==> config.mk <==
export PLATFORM = sky130hd
export DESIGN_NAME = hazard_scoreboard_unit
export DESIGN_NICKNAME = d
export VERILOG_FILES = /design/src/rtl/hazard_scoreboard_unit.sv
export SDC_FILE = /design/constraint.sdc
export NUM_CORES = 1
export LEC_CHECK = 0
export CAP_MARGIN = 5
export CELL_PAD_IN_SITES_DETAIL_PLACEMENT = 0
export CELL_PAD_IN_SITES_GLOBAL_PLACEMENT = 2
export CORE_AREA = 2 2 196 102
export DETAILED_ROUTE_END_ITERATION = 12
export DIE_AREA = 0 0 198 104
export PLACE_DENSITY_LB_ADDON = 0.1
export SLEW_MARGIN = 15
export SYNTH_ARGS = -nofsm -noshare
export SYNTH_HDL_FRONTEND = slang
export SYNTH_SLANG_ARGS = --single-unit
==> constraint.sdc <==
create_clock -name clk -period 3.7 [get_ports clk]
set_input_delay 0.925 -clock clk [delete_from_list [all_inputs] [get_ports clk]]
set_output_delay 0.925 -clock clk [all_outputs]
set_load 0.01 [all_outputs]
Figure 1. Metal layers overlaid.
(2 px per µm) Only two layers are drawn.
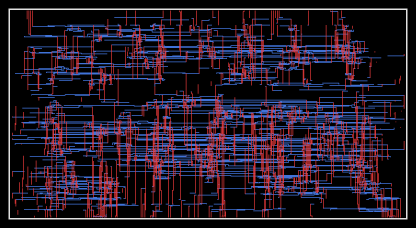
met1: drawn in blue, wire length 9890 µm. met2: drawn in red, wire length 6920 µm.
detailed-route via count: 4716
total global-route track usage: 18.4%
average detailed-routed wire length per instance: 19.0 µm
sum of routed wire length over all layers: 18800 µm

Figure 2. Cell outlines without signal wires.
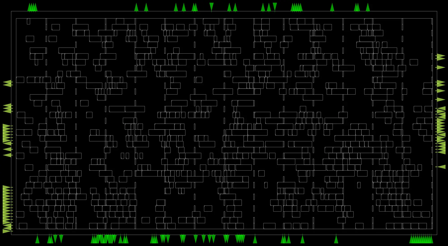
core footprint: 19000 µm²
Tap Count: 266
row count: 36

==> run_summary.xml <==
<?xml version="1.0" encoding="UTF-8"?>
<metrics>
  <group name="outcome">
    <metric name="status" unit="">finished, violations left</metric>
    <metric name="failed_checks" unit="">negative setup slack</metric>
  </group>
  <group name="pwr">
    <metric name="comb_power_share" unit="%">18.5</metric>
    <metric name="power.density" unit="nW/µm²">266</metric>
  </group>
  <group name="setup_path">
    <metric name="crit_path_end_kind" unit="">primary output</metric>
    <metric name="cp.required" unit="ps">2770</metric>
  </group>
  <group name="run">
    <metric name="warning_count" unit="">29</metric>
    <metric name="cap_viol_max_count" unit="">0</metric>
  </group>
  <group name="global_route">
    <metric name="grt_pass1_wl" unit="µm">28600</metric>
    <metric name="top_usage_layer" unit="">met1</metric>
    <metric name="grt_overflow_total" unit="">0</metric>
  </group>
  <group name="synth">
    <metric name="synth-async-reset-ratio" unit="%">0</metric>
    <metric name="yosys.cell_count.top_type" unit="">nand2_1</metric>
    <metric name="cell_variety_after_synth" unit="">68</metric>
  </group>
  <group name="floorplanning">
    <metric name="die_area" unit="µm²">20600</metric>
  </group>
  <group name="final_timing">
    <metric name="final_setup_viols" unit="">2</metric>
    <metric name="finalHoldViolations" unit="">0</metric>
    <metric name="final.setup.worst_slack" unit="ps">-16.4</metric>
    <metric name="max_clock_freq" unit="GHz">0.269</metric>
  </group>
  <group name="layout">
    <metric name="flip_flop_count_of_the_largest_register_all_copies_and_words_added" unit="">32</metric>
    <metric name="ff_latch_area" unit="µm²">1280</metric>
  </group>
  <group name="clock_network">
    <metric name="tritoncts_clock_tree" unit="">yes</metric>
    <metric name="cts-hold-fix-buffers" unit="">0</metric>
  </group>
  <group name="worst_hold_path">
    <metric name="worst_hold_path_type" unit="">flip-flop to flip-flop</metric>
  </group>
  <group name="routing">
    <metric name="wl_met1" unit="µm">9890</metric>
  </group>
  <group name="place">
    <metric name="dp_worst_setup_slack" unit="ps">-926</metric>
  </group>
</metrics>
stage by stage:
step                instances  hold WS, ps  total power, mW
finish                    989          477             1.84
global route              989          514             1.93
CTS                       989          483             1.86
detailed placement        971          473             1.05
global placement          971          460             1.05
floorplan                 538          491            0.874
layout make-up:
class	instances	share of cell area (%)
repair buffers	199	26.1
well taps	266	4.80
multi-input cells	430	45.9
flip-flops and latches	64	18.5
clock inverters	3	0.252
inverters	15	0.848
clock buffers	12	3.70
critical path: stages:
cell	delay (ps)
buf_8	90
mux4_2	500
mux2_4	280
and3_4	160
o41ai_4	270
nand4_1	190
a31oi_4	220
inv_4	50
buf_6	110
what timing repair did:
| item | CTS | global route |
|---|---|---|
| resized | 51 | 10 |
| buffers inserted | 3 | 0 |
| pin swaps | 6 | 4 |
| endpoints found under the setup margin | 38 | 3 |
Power figures rest on the tool's default switching activity, not on a simulated workload.
